==> src/rtl/forward_scoreboard.sv <==
// forward_scoreboard: operand-forwarding and load-use hazard scoreboard.
// It keeps a small tag pipeline {valid, rd, is_load} that mirrors the
// downstream stages. For every source operand of the instruction in EX it
// picks the youngest stage that will write that register and routes that
// stage's value to the operand. It raises a load-use stall when that stage
// holds a load whose data is not ready yet.
//
// Optional feature: define FWD_PERF_CNT_EN to build the stall_cycles counter.
// When the macro is undefined, stall_cycles is tied to 0 and no counter
// register exists.
//
// Ports:
//   clk, rst          clock, synchronous active-high reset
//   advance           pipeline moves this cycle (low = global hold)
//   ex_valid          EX holds a real instruction
//   ex_rs             per-source register indices (5 bits each)
//   ex_rs_used        per-source "operand actually read"
//   ex_rf_data        per-source register-file values
//   ex_rd             EX destination register
//   ex_load_regfile   EX writes rd
//   ex_is_load        EX is a load
//   stage_data        result value held in each tracked stage
//   op_data           resolved operands (combinational)
//   fwd_sel           per-source select: 0 = regfile, k+1 = stage k (combinational)
//   load_use_stall    EX must hold; a bubble enters stage 0 (combinational)
//   stall_cycles      load-use stall performance counter
module forward_scoreboard #(
  parameter int unsigned WIDTH            = 32,
  parameter int unsigned NUM_SRC          = 2,
  parameter int unsigned NUM_STAGES       = 2,
  parameter int unsigned LOAD_READY_STAGE = 1,
  localparam int unsigned SW              = $clog2(NUM_STAGES + 1)
) (
  input  logic                        clk,
  input  logic                        rst,
  input  logic                        advance,
  input  logic                        ex_valid,
  input  logic [NUM_SRC*5-1:0]        ex_rs,
  input  logic [NUM_SRC-1:0]          ex_rs_used,
  input  logic [NUM_SRC*WIDTH-1:0]    ex_rf_data,
  input  logic [4:0]                  ex_rd,
  input  logic                        ex_load_regfile,
  input  logic                        ex_is_load,
  input  logic [NUM_STAGES*WIDTH-1:0] stage_data,
  output logic [NUM_SRC*WIDTH-1:0]    op_data,
  output logic [NUM_SRC*SW-1:0]       fwd_sel,
  output logic                        load_use_stall,
  output logic [31:0]                 stall_cycles
);

  localparam int unsigned RW = 5;

  logic [NUM_STAGES-1:0] tag_valid;
  logic [NUM_STAGES-1:0] tag_is_load;
  logic [RW-1:0]         tag_rd [NUM_STAGES];

  logic [NUM_SRC-1:0]    hit;
  logic [NUM_SRC-1:0]    src_live;

  // Tag pipeline: entry k mirrors stage k; a stall injects a bubble into entry 0.
  always_ff @(posedge clk) begin
    if (rst) begin
      tag_valid   <= '0;
      tag_is_load <= '0;
      for (int unsigned k = 0; k < NUM_STAGES; k++) begin
        tag_rd[k] <= '0;
      end
    end else if (advance) begin
      for (int unsigned k = 1; k < NUM_STAGES; k++) begin
        tag_valid[k]   <= tag_valid[k-1];
        tag_is_load[k] <= tag_is_load[k-1];
        tag_rd[k]      <= tag_rd[k-1];
      end
      if (load_use_stall) begin
        tag_valid[0]   <= 1'b0;
        tag_is_load[0] <= 1'b0;
        tag_rd[0]      <= '0;
      end else begin
        tag_valid[0]   <= ex_valid & ex_load_regfile & (ex_rd != '0);
        tag_is_load[0] <= ex_is_load;
        tag_rd[0]      <= ex_rd;
      end
    end
  end

  // Operand resolution: scan from youngest (stage 0) and take the first match.
  always_comb begin
    op_data        = ex_rf_data;
    fwd_sel        = '0;
    load_use_stall = 1'b0;
    hit            = '0;
    src_live       = '0;
    for (int unsigned i = 0; i < NUM_SRC; i++) begin
      // x0 never forwards; unused or invalid sources never match.
      src_live[i] = ex_valid & ex_rs_used[i] & (ex_rs[i*RW +: RW] != '0);
      for (int unsigned k = 0; k < NUM_STAGES; k++) begin
        if (!hit[i] && src_live[i] && tag_valid[k] &&
            (tag_rd[k] == ex_rs[i*RW +: RW])) begin
          hit[i]                    = 1'b1;
          fwd_sel[i*SW +: SW]       = SW'(k + 1);
          op_data[i*WIDTH +: WIDTH] = stage_data[k*WIDTH +: WIDTH];
          // Only the winning entry can stall; older load matches are shadowed.
          if (tag_is_load[k] && (k < LOAD_READY_STAGE)) begin
            load_use_stall = 1'b1;
          end
        end
      end
    end
  end

`ifdef FWD_PERF_CNT_EN
  logic [31:0] stall_cnt;

  // Counts only advancing stall cycles; held cycles extend a stall but are not counted.
  always_ff @(posedge clk) begin
    if (rst) begin
      stall_cnt <= '0;
    end else if (load_use_stall && advance) begin
      stall_cnt <= stall_cnt + 32'd1;
    end
  end

  assign stall_cycles = stall_cnt;
`else
  assign stall_cycles = '0;
`endif

endmodule

==> config.mk <==
export PLATFORM = sky130hd
export DESIGN_NAME = forward_scoreboard
export DESIGN_NICKNAME = d
export VERILOG_FILES = /design/src/rtl/forward_scoreboard.sv
export SDC_FILE = /design/constraint.sdc
export NUM_CORES = 1
export LEC_CHECK = 0
export CAP_MARGIN = 25
export CORE_AREA = 2 2 97 99
export CTS_CLUSTER_DIAMETER = 150
export CTS_CLUSTER_SIZE = 40
export DETAILED_ROUTE_END_ITERATION = 12
export DIE_AREA = 0 0 99 101
export GPL_TIMING_DRIVEN = 0
export HOLD_SLACK_MARGIN = 0.1
export PLACE_DENSITY = 0.75
export SLEW_MARGIN = 40
export SYNTH_ARGS = -nofsm -noshare
export SYNTH_HDL_FRONTEND = slang
export SYNTH_SLANG_ARGS = --single-unit
==> constraint.sdc <==
create_clock -name clk -period 2.1 [get_ports clk]
set_clock_uncertainty 0.1 [all_clocks]
set_input_delay 0.21 -clock clk [delete_from_list [all_inputs] [get_ports clk]]
set_output_delay 0.21 -clock clk [all_outputs]
set_load 0.01 [all_outputs]
Fig. 1: clock distribution
The bar under the picture is 20 um long.
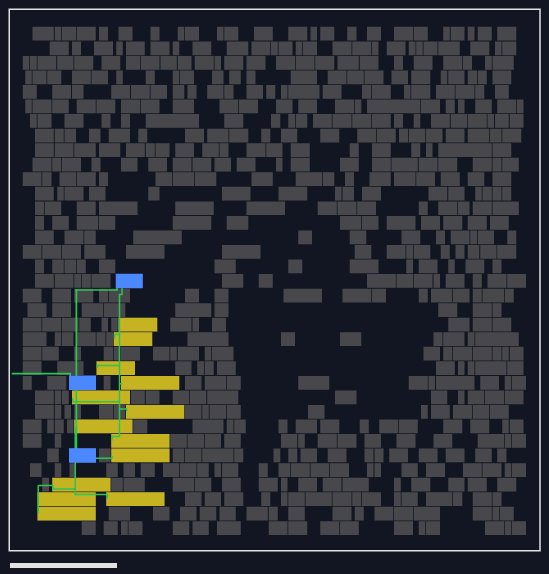
legend:
  yellow:
    item: flip-flops
    count: 13
  blue:
    item: cells driving clock nets
    count: 3
  green:
    item: clock wires
    length: 149 um
flops lie: lower left
routed clock nets: 4

Fig. 2: clock nets
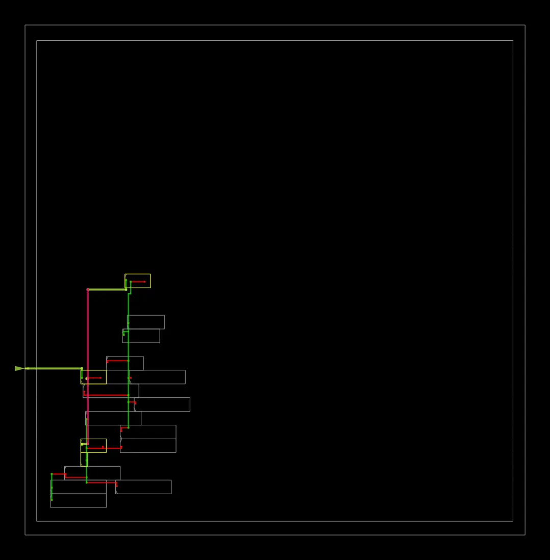
Num CTS Buffers: 3
Flops: 13

Fig. 3: gate families picked out
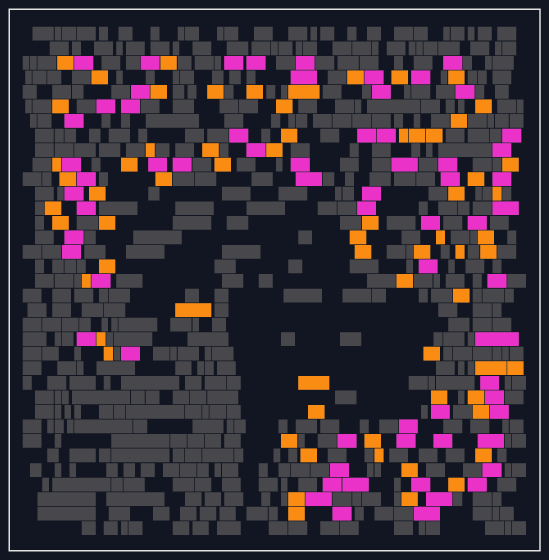
legend:
  orange:
    family: inverting AOI/OAI gates
    cells: 67
    where: all over the die
  magenta:
    family: multiplexers
    cells: 65
    where: all over the die

==> run notes <==
fresh numbers from the pnr run: status=complete, but fails checks, violated checks=setup timing, fillers=787, fin cells=729, CP Max Fanout=10, Worst VDD drop=0.354 mV, M1 wire length=4620 um, worst slack at placement=-1.15 ns, Worst R2R End=tag_rd[0][4]$_SDFFCE_PN0P_, Signal buffers=301, Yosys reg bits=13, Worst R2R Setup Slack=-0.24 ns, RSZ-0062 raised after global routing=yes, Leak Pwr=0.00227 uW, final WL=12,100 um, Via Count=3,405, post-route setup slack=-0.413 ns, post-CTS sizing=427, xor+xnor area frac=0.0702, worst r2r path cells=10, CTS H-Tree Depth=1, hold path depth=3, Signal inverters=3, yosys adder share=0, Power Density=227 mW/mm2, total die size=0.0100 mm2, routed len/inst=16.6 um, Area Growth Syn to Fin=125%, top sig layer=met4, biggest area cells=mux2i_1 26%, edfxtp_1 12%, a21oi_1 12%, hold path endpoint=tag_valid[0]$_SDFFE_PP0P_, kind of critical path=flop to output port, combinational share of cell area=0.409, cell count listed in synth_stat.txt=336, vias in the first global route=3,447, Most common reg cell=edfxtp_1, antenna cells=0, Register Area=360 um2, placed cells=697, syn avg cell area=7.43 um2, CP Launch Type=flop, Clock Sinks=13, top comb family, area=multiplexers, pin count of the biggest net entering global routing=11, # setup viols final=76, Synth top cell by count=nor2_1, Tapcell Cnt=111, multi-input gates=297, CP endpoint kind=output port, Synth Area in Compound Gates=0.154
Fig. 4: metal layers overlaid
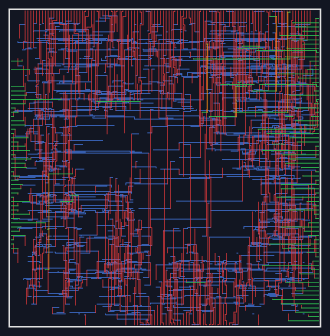
legend:
  blue:
    layer: met1
    wire_length: 4,620 um
  red:
    layer: met2
    wire_length: 6,540 um
  green:
    layer: met3
    wire_length: 792 um
  orange:
    layer: met4
    wire_length: 118 um

Fig. 5: port wiring
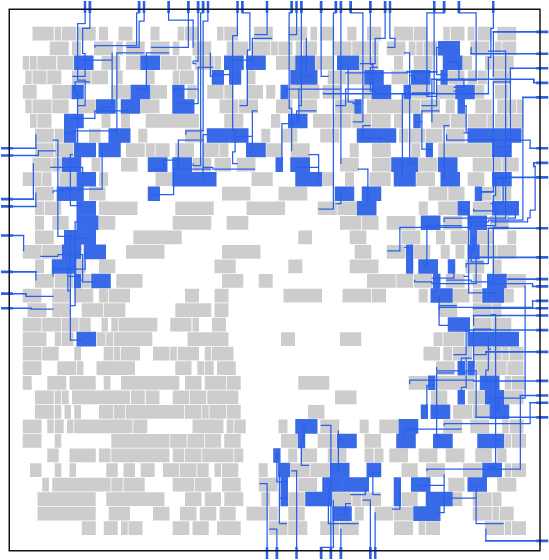
legend:
  blue:
    port: stage_data
    direction: input
    edge: 26 top, 22 right, 8 left, 8 bottom
    end_cells: 128
    buffers: 64
    wire: 2,100 um

[worst max-delay path: stages, from the launching register on]
cell and delay, ns:
edfxtp_1 0.41, buf_6 0.15, xnor2_2 0.11, nand2_1 0.09, or4_4 0.58, buf_12 0.18, buf_8 0.15, a21oi_2 0.13
buf_2 0.16
[flip-flops by register name, indices dropped and copies added (netlist names)]
register and flops:
tag_is_load 1, tag_valid 2, tag_rd 10
[worst max path at each step]
| stage | start | endpoint | slack, ns | cells past startpoint |
|---|---|---|---|---|
| finish | tag_rd[0][1]$_SDFFCE_PN0P_ | op_data[21] | -0.41 | 8 |
| global route | tag_rd[0][1]$_SDFFCE_PN0P_ | op_data[26] | -0.47 | 9 |
| CTS | tag_rd[0][3]$_SDFFCE_PN0P_ | op_data[30] | -0.39 | 9 |
| detailed placement | ex_valid | op_data[23] | -1.15 | 8 |
| global placement | ex_valid | op_data[23] | -1.11 | 8 |
| floorplan | tag_rd[0][1]$_SDFFCE_PN0P_ | op_data[34] | 0.03 | 7 |
[per-stage QoR]
| step | area [um2] | utilization | power, uW | hold WS [ns] |
|---|---|---|---|---|
| 2_1_floorplan | 2610 | - | 565 | 0.182 |
| 3_3_place_gp | 4940 | 0.551 | 1020 | 0.339 |
| 3_5_place_dp | 4940 | 0.551 | 1030 | 0.366 |
| 4_1_cts | 5390 | 0.600 | 1240 | 0.388 |
| 5_1_grt | 5610 | 0.625 | 1350 | 0.218 |
| 6_report | 5610 | 0.625 | 1270 | 0.203 |
[per-layer routing]
layer / vias up / GRT usage
met3: 11 / 0.0284
met4: 0 / 0.0411
met5: - / 0
met2: 146 / 0.423
met1: 1589 / 0.253
li1: 1659 / -
[power breakdown]
group          internal [uW]  switching, uW  total (uW)
combinational            461            285         745
clock                    134           84.1         218
sequential               296           13.7         310
total                    890            383        1270
No activity file was given, so power comes from the tool's default toggle rates.
